==> run_1/placement.png <==
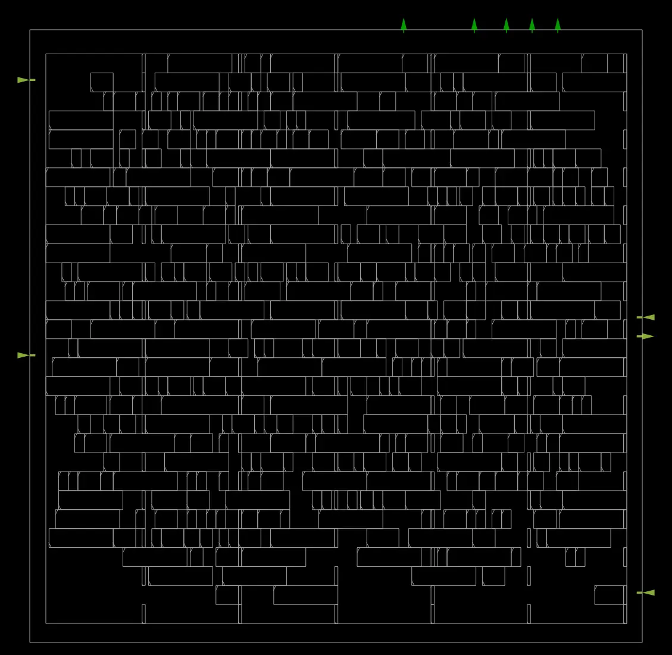
==> run_1/io_fan.png <==
Drawn at 6 px/micron.
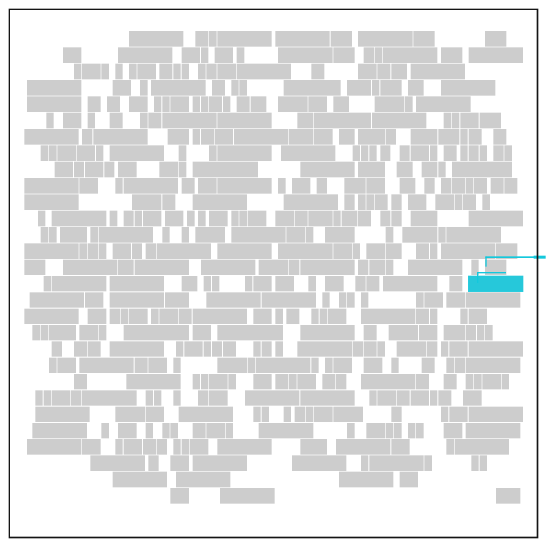
==> run_1/metal_density.png <==
Drawn at 4 px/micron. 18 x 18 tiles, from dark blue (low) to red (high), scaled to the fullest tile. Values are wire area over tile area, all layers added.
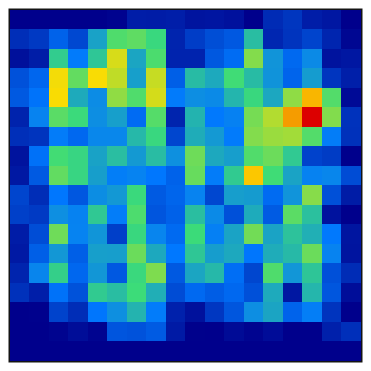
==> run_1/flops_by_reg.png <==
Drawn at 6 px/micron.
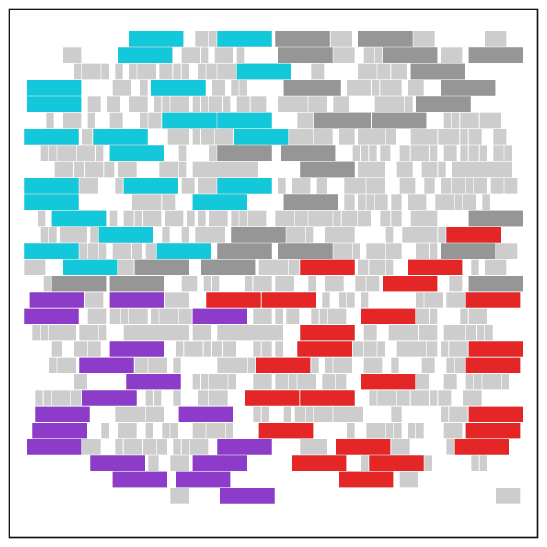
`config.mk`:
```
export PLATFORM = sky130hd
export DESIGN_NAME = ped_xing_ctrl_flat
export DESIGN_NICKNAME = d
export VERILOG_FILES = /design/src/rtl/ped_xing_pkg.sv /design/src/rtl/ped_xing_if.sv /design/src/rtl/ped_debounce.sv /design/src/rtl/ped_xing_ctrl.sv /design/src/flat_wrapper.sv
export SDC_FILE = /design/constraint.sdc
export NUM_CORES = 1
export LEC_CHECK = 0
export CAP_MARGIN = 20
export CORE_MARGIN = 2
export CORE_UTILIZATION = 62
export CTS_BUF_LIST = sky130_fd_sc_hd__clkbuf_8
export CTS_CLUSTER_SIZE = 40
export DETAILED_ROUTE_END_ITERATION = 10
export PLACE_DENSITY = 0.8
export REMOVE_ABC_BUFFERS = 1
export SLEW_MARGIN = 20
export SYNTH_ARGS = -nofsm -noshare
export SYNTH_HDL_FRONTEND = slang
export SYNTH_SLANG_ARGS = --single-unit
```
`constraint.sdc`:
```
create_clock -name pin3_clk_16mhz -period 3.95 [get_ports pin3_clk_16mhz]
set_input_delay 0.79 -clock pin3_clk_16mhz [delete_from_list [all_inputs] [get_ports pin3_clk_16mhz]]
set_output_delay 0.79 -clock pin3_clk_16mhz [all_outputs]
set_load 0.05 [all_outputs]
```
`src/rtl/ped_xing_pkg.sv`:
```
// ----------------------------------------------------------------------------
// ped_xing_pkg
// Shared types and constants for the pedestrian crossing controller:
//   - state_e       : controller phase encoding (3 bits, every code is a phase)
//   - LAMP_*        : bit positions inside the 5-bit lamp vector
//   - LAMPS_*       : lamp patterns, ordered {ped_red, ped_green, red, yellow, green}
// ----------------------------------------------------------------------------
package ped_xing_pkg;

    typedef enum logic [2:0] {
        LAMPTEST   = 3'd0,
        ROADGREEN  = 3'd1,
        ROADYELLOW = 3'd2,
        ALLRED     = 3'd3,
        PEDGREEN   = 3'd4,
        PEDFLASH   = 3'd5,
        PEDCLEAR   = 3'd6,
        NIGHT      = 3'd7
    } state_e;

    // Bit positions in the lamp vector
    localparam int LAMP_GREEN     = 0;
    localparam int LAMP_YELLOW    = 1;
    localparam int LAMP_RED       = 2;
    localparam int LAMP_PED_GREEN = 3;
    localparam int LAMP_PED_RED   = 4;

    // Lamp patterns {ped_red, ped_green, red, yellow, green}
    localparam logic [4:0] LAMPS_OFF         = 5'b00000;
    localparam logic [4:0] LAMPS_TEST        = 5'b11111;
    localparam logic [4:0] LAMPS_ROAD_GREEN  = 5'b10001;
    localparam logic [4:0] LAMPS_ROAD_YELLOW = 5'b10010;
    localparam logic [4:0] LAMPS_ALL_RED     = 5'b10100;
    localparam logic [4:0] LAMPS_PED_GREEN   = 5'b01100;
    localparam logic [4:0] LAMPS_NIGHT_ON    = 5'b00010;

endpackage

```
`src/rtl/ped_xing_if.sv`:
```
// ----------------------------------------------------------------------------
// ped_xing_if
// Board-side pin bundle of the crossing controller.
//   pin9_ped_button, pin10_night : inputs to the controller (asynchronous)
//   pin4..pin8                   : road / pedestrian lamps
//   pin11_wait                   : "request registered" lamp
// Modports:
//   master : the board / environment (drives button and night, reads lamps)
//   slave  : the controller (reads button and night, drives lamps)
// ----------------------------------------------------------------------------
interface ped_xing_if;
    logic pin9_ped_button;
    logic pin10_night;
    logic pin4_green;
    logic pin5_yellow;
    logic pin6_red;
    logic pin7_ped_green;
    logic pin8_ped_red;
    logic pin11_wait;

    modport master (
        output pin9_ped_button, pin10_night,
        input  pin4_green, pin5_yellow, pin6_red, pin7_ped_green, pin8_ped_red, pin11_wait
    );

    modport slave (
        input  pin9_ped_button, pin10_night,
        output pin4_green, pin5_yellow, pin6_red, pin7_ped_green, pin8_ped_red, pin11_wait
    );
endinterface

```
`src/rtl/ped_debounce.sv`:
```
// ----------------------------------------------------------------------------
// ped_debounce
// 2-FF synchroniser followed by a stable-count debouncer.
//   clk, rst_n : clock, asynchronous active-low reset
//   din_i      : raw asynchronous input
//   level_o    : accepted (debounced) level
//   rise_o     : one-cycle pulse, registered together with a 0->1 acceptance
// The accepted level flips after DEBOUNCE_CYC consecutive cycles in which the
// synchronised input differs from it; any agreeing cycle restarts the count.
// ----------------------------------------------------------------------------
module ped_debounce #(
    parameter int DEBOUNCE_CYC = 160000
) (
    input  logic clk,
    input  logic rst_n,
    input  logic din_i,
    output logic level_o,
    output logic rise_o
);
    localparam int CW = (DEBOUNCE_CYC > 1) ? $clog2(DEBOUNCE_CYC) : 1;
    localparam logic [CW-1:0] CNT_MAX = CW'(DEBOUNCE_CYC - 1);

    logic [1:0]    sync_q;
    logic          level_q, level_d;
    logic          rise_q, rise_d;
    logic [CW-1:0] cnt_q, cnt_d;

    always_comb begin
        level_d = level_q;
        rise_d  = 1'b0;
        cnt_d   = '0;
        if (sync_q[1] != level_q) begin
            if (cnt_q == CNT_MAX) begin
                level_d = sync_q[1];
                rise_d  = sync_q[1];
            end else begin
                cnt_d = cnt_q + 1'b1;
            end
        end
    end

    always_ff @(posedge clk or negedge rst_n) begin
        if (!rst_n) begin
            sync_q  <= 2'b00;
            level_q <= 1'b0;
            rise_q  <= 1'b0;
            cnt_q   <= '0;
        end else begin
            sync_q  <= {sync_q[0], din_i};
            level_q <= level_d;
            rise_q  <= rise_d;
            cnt_q   <= cnt_d;
        end
    end

    assign level_o = level_q;
    assign rise_o  = rise_q;
endmodule

```
`src/rtl/ped_xing_ctrl.sv`:
```
// ----------------------------------------------------------------------------
// ped_xing_ctrl
// Demand-driven pedestrian crossing controller with night mode.
//   pin3_clk_16mhz : system clock
//   rst_n          : asynchronous active-low reset (all outputs to 0)
//   bus (slave)    : button / night inputs, five lamps and the wait lamp
// A prescaler produces one-second ticks; sec_cnt counts down the current
// phase. Lamps are decoded from the next state so they switch on the same
// edge as the state register.
// ----------------------------------------------------------------------------
module ped_xing_ctrl
    import ped_xing_pkg::*;
#(
    parameter int TIMER_SCALE  = 16000000,
    parameter int LAMPTEST_S   = 3,
    parameter int GREEN_MIN_S  = 10,
    parameter int YELLOW_S     = 4,
    parameter int ALLRED_S     = 2,
    parameter int PED_GREEN_S  = 8,
    parameter int PED_FLASH_S  = 4,
    parameter int FLASH_TICKS  = 8000000,
    parameter int DEBOUNCE_CYC = 160000
) (
    input  logic pin3_clk_16mhz,
    input  logic rst_n,
    ped_xing_if.slave bus
);
    localparam int PW = $clog2(TIMER_SCALE);
    localparam logic [PW-1:0] PS_MAX = PW'(TIMER_SCALE - 1);
    localparam int FW = (FLASH_TICKS > 1) ? $clog2(FLASH_TICKS) : 1;
    localparam logic [FW-1:0] FL_MAX = FW'(FLASH_TICKS - 1);

    state_e        state_q, state_d;
    logic [PW-1:0] prescaler_q, prescaler_d;
    logic [7:0]    sec_cnt_q, sec_cnt_d;
    logic [FW-1:0] flash_cnt_q, flash_cnt_d;
    logic          flash_q, flash_d;
    logic          min_done_q, min_done_d;
    logic          req_q, req_d;
    logic [4:0]    lamps_q, lamps_d;
    logic          wait_q;
    logic [1:0]    night_sync_q;
    logic          night_s;
    logic          btn_level, btn_rise;
    logic          tick, expired, entering;

    ped_debounce #(.DEBOUNCE_CYC(DEBOUNCE_CYC)) u_btn_debounce (
        .clk     (pin3_clk_16mhz),
        .rst_n   (rst_n),
        .din_i   (bus.pin9_ped_button),
        .level_o (btn_level),
        .rise_o  (btn_rise)
    );

    assign night_s = night_sync_q[1];

    // Reload value for sec_cnt on phase entry (NIGHT is untimed)
    function automatic logic [7:0] phase_len(input state_e s);
        case (s)
            LAMPTEST:   return 8'(LAMPTEST_S - 1);
            ROADGREEN:  return 8'(GREEN_MIN_S - 1);
            ROADYELLOW: return 8'(YELLOW_S - 1);
            ALLRED:     return 8'(ALLRED_S - 1);
            PEDGREEN:   return 8'(PED_GREEN_S - 1);
            PEDFLASH:   return 8'(PED_FLASH_S - 1);
            PEDCLEAR:   return 8'(ALLRED_S - 1);
            default:    return 8'd0;
        endcase
    endfunction

    always_comb begin
        state_d    = state_q;
        min_done_d = min_done_q;
        tick       = (prescaler_q == PS_MAX);
        expired    = tick && (sec_cnt_q == 8'd0);

        case (state_q)
            LAMPTEST:   if (expired) state_d = night_s ? NIGHT : ROADGREEN;
            ROADGREEN: begin
                if (night_s) begin
                    state_d = ROADYELLOW;
                end else begin
                    if (expired) min_done_d = 1'b1;
                    // A request already pending leaves on the expiry edge itself
                    if ((min_done_q || expired) && req_q) state_d = ROADYELLOW;
                end
            end
            ROADYELLOW: if (expired) state_d = night_s ? NIGHT : ALLRED;
            ALLRED:     if (expired) state_d = req_q ? PEDGREEN : ROADGREEN;
            PEDGREEN:   if (expired) state_d = PEDFLASH;
            PEDFLASH:   if (expired) state_d = PEDCLEAR;
            PEDCLEAR:   if (expired) state_d = ROADGREEN;
            NIGHT:      if (!night_s) state_d = ALLRED;
            default:    state_d = LAMPTEST;
        endcase

        entering = (state_d != state_q);
        if (entering) begin
            prescaler_d = '0;
            sec_cnt_d   = phase_len(state_d);
            flash_cnt_d = '0;
            flash_d     = 1'b1;
            if (state_d == ROADGREEN) min_done_d = 1'b0;
        end else begin
            prescaler_d = tick ? '0 : prescaler_q + 1'b1;
            sec_cnt_d   = (tick && sec_cnt_q != 8'd0) ? sec_cnt_q - 8'd1 : sec_cnt_q;
            if (flash_cnt_q == FL_MAX) begin
                flash_cnt_d = '0;
                flash_d     = ~flash_q;
            end else begin
                flash_cnt_d = flash_cnt_q + 1'b1;
                flash_d     = flash_q;
            end
        end

        // Clearing on PEDGREEN entry beats a simultaneous button edge
        if (entering && state_d == PEDGREEN) req_d = 1'b0;
        else                                 req_d = req_q | btn_rise;

        case (state_d)
            LAMPTEST:   lamps_d = LAMPS_TEST;
            ROADGREEN:  lamps_d = LAMPS_ROAD_GREEN;
            ROADYELLOW: lamps_d = LAMPS_ROAD_YELLOW;
            ALLRED:     lamps_d = LAMPS_ALL_RED;
            PEDGREEN:   lamps_d = LAMPS_PED_GREEN;
            PEDFLASH:   lamps_d = flash_d ? LAMPS_PED_GREEN : LAMPS_ALL_RED;
            PEDCLEAR:   lamps_d = LAMPS_ALL_RED;
            NIGHT:      lamps_d = flash_d ? LAMPS_NIGHT_ON : LAMPS_OFF;
            default:    lamps_d = LAMPS_OFF;
        endcase
    end

    always_ff @(posedge pin3_clk_16mhz or negedge rst_n) begin
        if (!rst_n) begin
            state_q      <= LAMPTEST;
            prescaler_q  <= '0;
            sec_cnt_q    <= 8'(LAMPTEST_S - 1);
            flash_cnt_q  <= '0;
            flash_q      <= 1'b1;
            min_done_q   <= 1'b0;
            req_q        <= 1'b0;
            lamps_q      <= LAMPS_OFF;
            wait_q       <= 1'b0;
            night_sync_q <= 2'b00;
        end else begin
            state_q      <= state_d;
            prescaler_q  <= prescaler_d;
            sec_cnt_q    <= sec_cnt_d;
            flash_cnt_q  <= flash_cnt_d;
            flash_q      <= flash_d;
            min_done_q   <= min_done_d;
            req_q        <= req_d;
            lamps_q      <= lamps_d;
            wait_q       <= req_d;
            night_sync_q <= {night_sync_q[0], bus.pin10_night};
        end
    end

    assign bus.pin4_green     = lamps_q[LAMP_GREEN];
    assign bus.pin5_yellow    = lamps_q[LAMP_YELLOW];
    assign bus.pin6_red       = lamps_q[LAMP_RED];
    assign bus.pin7_ped_green = lamps_q[LAMP_PED_GREEN];
    assign bus.pin8_ped_red   = lamps_q[LAMP_PED_RED];
    assign bus.pin11_wait     = wait_q;

    // The debounced level itself is only needed for its rising edge
    logic unused_level;
    assign unused_level = btn_level;
endmodule

```
`src/flat_wrapper.sv`:
```
// flat-port wrapper written by rule: the top's interface ports become plain ports
module ped_xing_ctrl_flat import ped_xing_pkg::*;
#(
    parameter int TIMER_SCALE  = 16000000,
    parameter int LAMPTEST_S   = 3,
    parameter int GREEN_MIN_S  = 10,
    parameter int YELLOW_S     = 4,
    parameter int ALLRED_S     = 2,
    parameter int PED_GREEN_S  = 8,
    parameter int PED_FLASH_S  = 4,
    parameter int FLASH_TICKS  = 8000000,
    parameter int DEBOUNCE_CYC = 160000
)
  (pin3_clk_16mhz, rst_n, bus_pin9_ped_button, bus_pin10_night, bus_pin4_green, bus_pin5_yellow, bus_pin6_red, bus_pin7_ped_green, bus_pin8_ped_red, bus_pin11_wait);
  ped_xing_if bus_i ();
  input  logic pin3_clk_16mhz;
  input  logic rst_n;
  input wire logic [$bits(bus_i.pin9_ped_button)-1:0] bus_pin9_ped_button;
  input wire logic [$bits(bus_i.pin10_night)-1:0] bus_pin10_night;
  output wire logic [$bits(bus_i.pin4_green)-1:0] bus_pin4_green;
  output wire logic [$bits(bus_i.pin5_yellow)-1:0] bus_pin5_yellow;
  output wire logic [$bits(bus_i.pin6_red)-1:0] bus_pin6_red;
  output wire logic [$bits(bus_i.pin7_ped_green)-1:0] bus_pin7_ped_green;
  output wire logic [$bits(bus_i.pin8_ped_red)-1:0] bus_pin8_ped_red;
  output wire logic [$bits(bus_i.pin11_wait)-1:0] bus_pin11_wait;
  assign bus_i.pin9_ped_button = bus_pin9_ped_button;
  assign bus_i.pin10_night = bus_pin10_night;
  assign bus_pin4_green = bus_i.pin4_green;
  assign bus_pin5_yellow = bus_i.pin5_yellow;
  assign bus_pin6_red = bus_i.pin6_red;
  assign bus_pin7_ped_green = bus_i.pin7_ped_green;
  assign bus_pin8_ped_red = bus_i.pin8_ped_red;
  assign bus_pin11_wait = bus_i.pin11_wait;
  ped_xing_ctrl #(.TIMER_SCALE(TIMER_SCALE), .LAMPTEST_S(LAMPTEST_S), .GREEN_MIN_S(GREEN_MIN_S), .YELLOW_S(YELLOW_S), .ALLRED_S(ALLRED_S), .PED_GREEN_S(PED_GREEN_S), .PED_FLASH_S(PED_FLASH_S), .FLASH_TICKS(FLASH_TICKS), .DEBOUNCE_CYC(DEBOUNCE_CYC)) u_core (.pin3_clk_16mhz(pin3_clk_16mhz), .rst_n(rst_n), .bus(bus_i));
endmodule
```
==> git commit body, run 1 <==
Refresh implementation metrics

* Insertion delay of the later-clocked pin in the worst-skew pair: 0.36 ns
- Critical Path RT: roughly 4.2 ns
- For this run, the number of Yosys warnings is 0.
* Final hold viol count: 0
- Across the run, the number of max-cap violations was 0.
- Worst setup path start: u_core.sec_cnt_q[2]$_DFFE_PN0P_
* Proportion of final cell area spent on non-clock buffers: about 2.4%
- The largest part of the power goes to registers.
- Fraction of the cycle the final worst path needs: about four fifths
- Max transition margin: a little under half
- The timing report attributes the biggest portion of critical-path delay to simple AND/OR/NAND/NOR gates.
* Startpoint of the most critical register-to-register path: u_core.sec_cnt_q[2]$_DFFE_PN0P_
- Max-slew check failures listed in the final report amount to 0.
- Combinational cells consume a total of approximately 0.033 mW.
- The capture point of the worst register-to-register path is recorded as u_core.prescaler_q[22]$_DFF_PN0_.
- The flow ran to the end, and the final reports show no timing, DRC or antenna violations.
- Wire segments on met2 add up to 3748 microns in the final route.
- Most frequent cells after synthesis: nor2_1, dfrtp_1, xnor2_1, xor2_1, nand2_1
- XOR/XNOR share of the synthesized area: a little over an eighth
- The flow inserted 96 tap cells.
- Measured against the total synthesized area, the mux share comes to about 1.2%.
- Deepest clock path buffer count: 2
Notes on placement.png above:
number of inserted filler cells in the final layout: 490
number of standard cells in the final layout excluding fillers: 552
post-route core utilization: 70.42%
share of cell area taken by flip-flops and latches: 47.12%
number of flip-flops and latches: 90

Notes on io_fan.png above:
legend:
  cyan:
    port: `bus_pin10_night`
    direction: input
    edge: right
    end_cells: 1
    buffers: 1
    wire: 15.9 microns

Notes on metal_density.png above:
nearly empty tiles: 13%
tiles over half the peak: 14%
fullest tile: 0.60
emptiest ninth of the die: lower left
mean over tiles: 0.16
WL final: 7680 microns
Global Route Usage Sum: 22.34%

Notes on flops_by_reg.png above:
legend:
  red:
    netlist_name: `u_core.prescaler_q`
    sequential_cells: 24
  purple:
    netlist_name: `u_core.u_btn_debounce.cnt_q`
    sequential_cells: 18
  cyan:
    netlist_name: `u_core.flash_cnt_q`
    sequential_cells: 23
not coloured: 25
sequential power: 0.929 mW
Sequential Area: 2255 sq um

==> run_1/wires.png <==
Drawn at 4 px/micron. Only two layers are drawn.
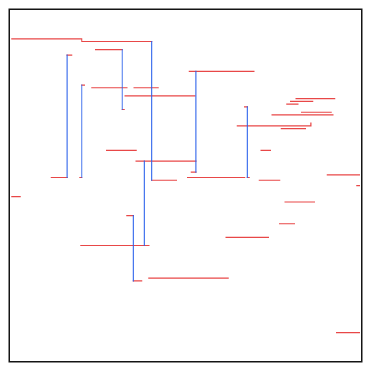

==> run 2: changes to the inputs <==
--- a/config.mk
+++ b/config.mk
@@ -7,11 +7,11 @@
 export LEC_CHECK = 0
 export CAP_MARGIN = 20
 export CORE_MARGIN = 2
-export CORE_UTILIZATION = 62
+export CORE_UTILIZATION = 58
 export CTS_BUF_LIST = sky130_fd_sc_hd__clkbuf_8
 export CTS_CLUSTER_SIZE = 40
 export DETAILED_ROUTE_END_ITERATION = 10
-export PLACE_DENSITY = 0.8
+export PLACE_DENSITY = 0.78
 export REMOVE_ABC_BUFFERS = 1
 export SLEW_MARGIN = 20
 export SYNTH_ARGS = -nofsm -noshare
==> constraint.sdc (replaced) <==
create_clock -name pin3_clk_16mhz -period 2.67 [get_ports pin3_clk_16mhz]
set_input_delay 0.534 -clock pin3_clk_16mhz [delete_from_list [all_inputs] [get_ports pin3_clk_16mhz]]
set_output_delay 0.534 -clock pin3_clk_16mhz [all_outputs]
set_load 0.05 [all_outputs]
==> run_2/wires.png <==
Drawn at 4 px/micron. Only two layers are drawn.
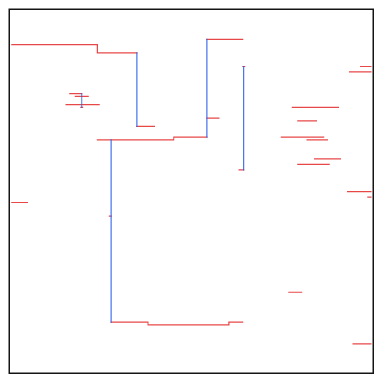
legend:
  red:
    layer: metal 3
    wire_length: 200 microns
  blue:
    layer: metal 4
    wire_length: 118 microns
vias: 3,111
WL final: 7977 microns
Global Route Usage Sum: 21.45%
DR WL/cell: 13.82 microns

==> run 2 against run 1 <==
Compared with the run above: the run now ends with setup timing left; worst hold slack got worse by 0.14 ns; die size rose by 6.6%; setup slack got worse by 0.83 ns; combinational power rose by 58%; first-iteration DRC count rose by 5.3%.
==> git commit body, run 2 <==
Refresh implementation metrics

* Final setup viols: 13
* Pin slew with the least headroom to its limit: around 0.74 ns
- Post-CTS Setup Inserts: 2
- Post-route minimum period: 2.770 ns
- For the sequential group, total power comes out at roughly 1.4 mW.
* Insertion delay of the later-clocked pin in the worst-skew pair: roughly 0.36 ns
* Sequential Area: between 2000 and 2500 sq um
- The worst setup path is of the reg2reg kind.
- Mux contribution to synthesized area: under 10%
- Well-Tap Cells: between 90 and 100
- Largest power group: registers
* Share of cell area taken by flip-flops and latches: a little under half
- The final max-slew violation count recorded for this run is 0.
- Synth warn: 0
- Share of synthesized area occupied by flip-flops and latches: about half
- Final hold viol count: 0
- Largest fanout on the critical path: 7
- Worst setup slack after layout: -0.1005 ns
* Arrival time at the worst endpoint: 3.04 ns
- The most critical setup path has its startpoint at u_core.sec_cnt_q[2]$_DFFE_PN0P_.
* Max cap viols: 0
- The worst register-to-register path begins at u_core.sec_cnt_q[2]$_DFFE_PN0P_.
- Area fraction of clock buffers and clock inverters: under 10%
- Total number of warnings across the stage logs: 28
* Proportion of final cell area spent on non-clock buffers: between 6 and 7%
* Critical Path RT: between 2 and 3 ns
* Number of flip-flops and latches: ~90
- The max-slew check reports its worst relative slack as between 50% and 60%.
- Initial core utilization: ~60%
- Most frequent cells after synthesis: nor2_1, dfrtp_1, xnor2_1, xor2_1, nand2_1
* Violated checks: setup timing
* XOR/XNOR share of the synthesized area: between 10% and 20%
* Post-route core utilization: roughly two thirds
* Primary FF master, synth: dfrtp_1
* Power dissipated in combinational cells: approximately 0.052 mW
- Number of inserted filler cells in the final layout: ~570
- Of the available clock period, the critical path in the final layout requires 103.8%.
* Top delay family on crit path: simple AND/OR/NAND/NOR gates
- Outcome: complete, but fails checks
- Routed length on met2: 3740 microns
- The finished layout holds about 580 standard cells, fillers aside.
- The capture point of the worst register-to-register path is recorded as u_core.lamps_q[4]$_DFF_PN0_.
- Detailed placement ended at an HPWL of between 5000 and 6000 microns.
==> run_2/flops_by_reg.png <==
Drawn at 6 px/micron.
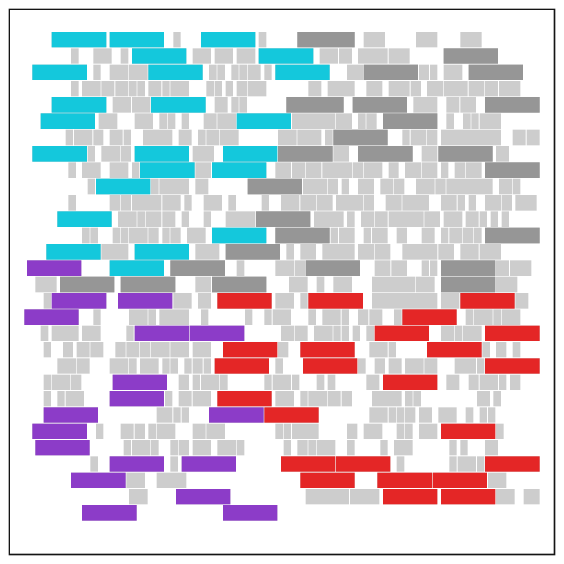
legend:
  cyan:
    netlist_name: `u_core.flash_cnt_q`
    sequential_cells: 23
  red:
    netlist_name: `u_core.prescaler_q`
    sequential_cells: 24
  purple:
    netlist_name: `u_core.u_btn_debounce.cnt_q`
    sequential_cells: 18
not coloured: 25

==> run 3: changes to the inputs <==
--- a/config.mk
+++ b/config.mk
@@ -5,11 +5,12 @@
 export SDC_FILE = /design/constraint.sdc
 export NUM_CORES = 1
 export LEC_CHECK = 0
+export ABC_CLOCK_PERIOD_IN_PS = 2670
 export CAP_MARGIN = 20
 export CORE_MARGIN = 2
 export CORE_UTILIZATION = 58
 export CTS_BUF_LIST = sky130_fd_sc_hd__clkbuf_8
-export CTS_CLUSTER_SIZE = 40
+export CTS_CLUSTER_SIZE = 14
 export DETAILED_ROUTE_END_ITERATION = 10
 export PLACE_DENSITY = 0.78
 export REMOVE_ABC_BUFFERS = 1
==> run_3/io_fan.png <==
Drawn at 4 px/micron.
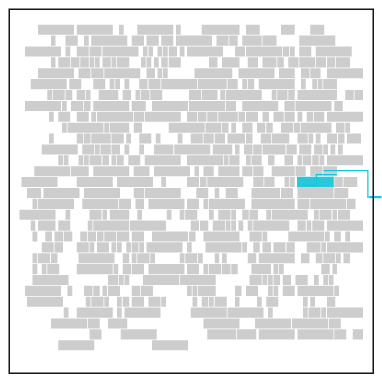
legend:
  cyan:
    port: `bus_pin10_night`
    direction: input
    edge: right
    end_cells: 1
    buffers: 1
    wire: 29.8 microns
count of boundary I/O pins: 10
Buffers on Ports: 9

==> run_3/wires.png <==
Drawn at 4 px/micron. Only two layers are drawn.
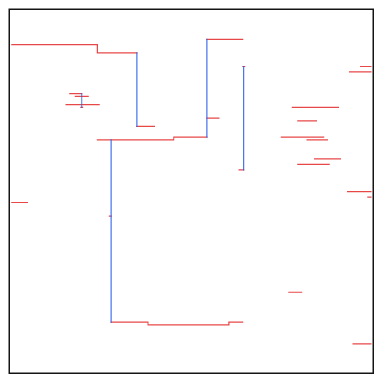
legend:
  red:
    layer: metal 3
    wire_length: 200 microns
  blue:
    layer: metal 4
    wire_length: 118 microns

==> run 3 against run 2 <==
Compared with the run above: the flow still finishes with violations (setup timing); sequential cell count is the same; worst hold slack unchanged; first-iteration DRC count is the same; wire length did not move; combinational power is essentially flat; via count unchanged; sequential power about the same; critical path type unchanged.
==> git commit body, run 3 <==
Refresh implementation metrics

* Proportion of final cell area spent on non-clock buffers: 6.371%
* Largest power group: registers
- Per the layout area report, the sequential fraction of cell area is 45.38%.
- After layout the clock buffers and inverters come to under 10% of cell area.
- Post-CTS Setup Inserts: 2
* Pin slew with the least headroom to its limit: about 0.74 ns
- Power dissipated in combinational cells: about 0.052 mW
* Area enclosed by the die boundary: approximately 8000 sq um
- After layout, the worst setup slack is -0.1005 ns.
* Post-route core utilization: between 60 and 70%
- The data required time reported for the critical path is 2.94 ns.
- Kind of critical path: reg2reg
* DR WL/cell: between 10 and 15 microns
- Number of flip-flops and latches: ~90
- Synth warn: 0
- The layout has 570 filler cells.
- The most critical setup path has its startpoint at u_core.sec_cnt_q[2]$_DFFE_PN0P_.
- For the worst reg-to-reg path, the startpoint reported by OpenROAD is u_core.sec_cnt_q[2]$_DFFE_PN0P_.
- Most Frequent Cell on Critical Path: buf_4
- Routed length on met2: approximately 3700 microns
* Largest fanout on the critical path: 7
- Sequential Area: ~2300 sq um
* Post-route minimum period: approximately 2.8 ns
* Insertion delay of the later-clocked pin in the worst-skew pair: ~0.36 ns
- Per the timing report, the most critical flop-to-flop path finishes at u_core.lamps_q[4]$_DFF_PN0_.
- Counting endpoints that fail hold in the final report gives 0.
- WL final: roughly 8000 microns
* Max transition margin: between 50% and 60%
- The initial utilization of the core area, before any placement, comes to 60.00%.
- Per the CTS log, the buffer count on the longest clock path is 2.
- Final setup viols: 13
* Top delay family on crit path: simple AND/OR/NAND/NOR gates
* Vias: just over 3,000
- The flow reports power dissipated in sequential cells as 1.37 mW.
* Max cap viols: 0
- Post-synth the commonest register cell is dfrtp_1.
* Violated checks: setup timing
* Arrival time at the worst endpoint: a little over 3 ns
- The run finished, with violations left.
- Clock group total power: ~0.94 mW
Power and IR drop assume default switching activity.
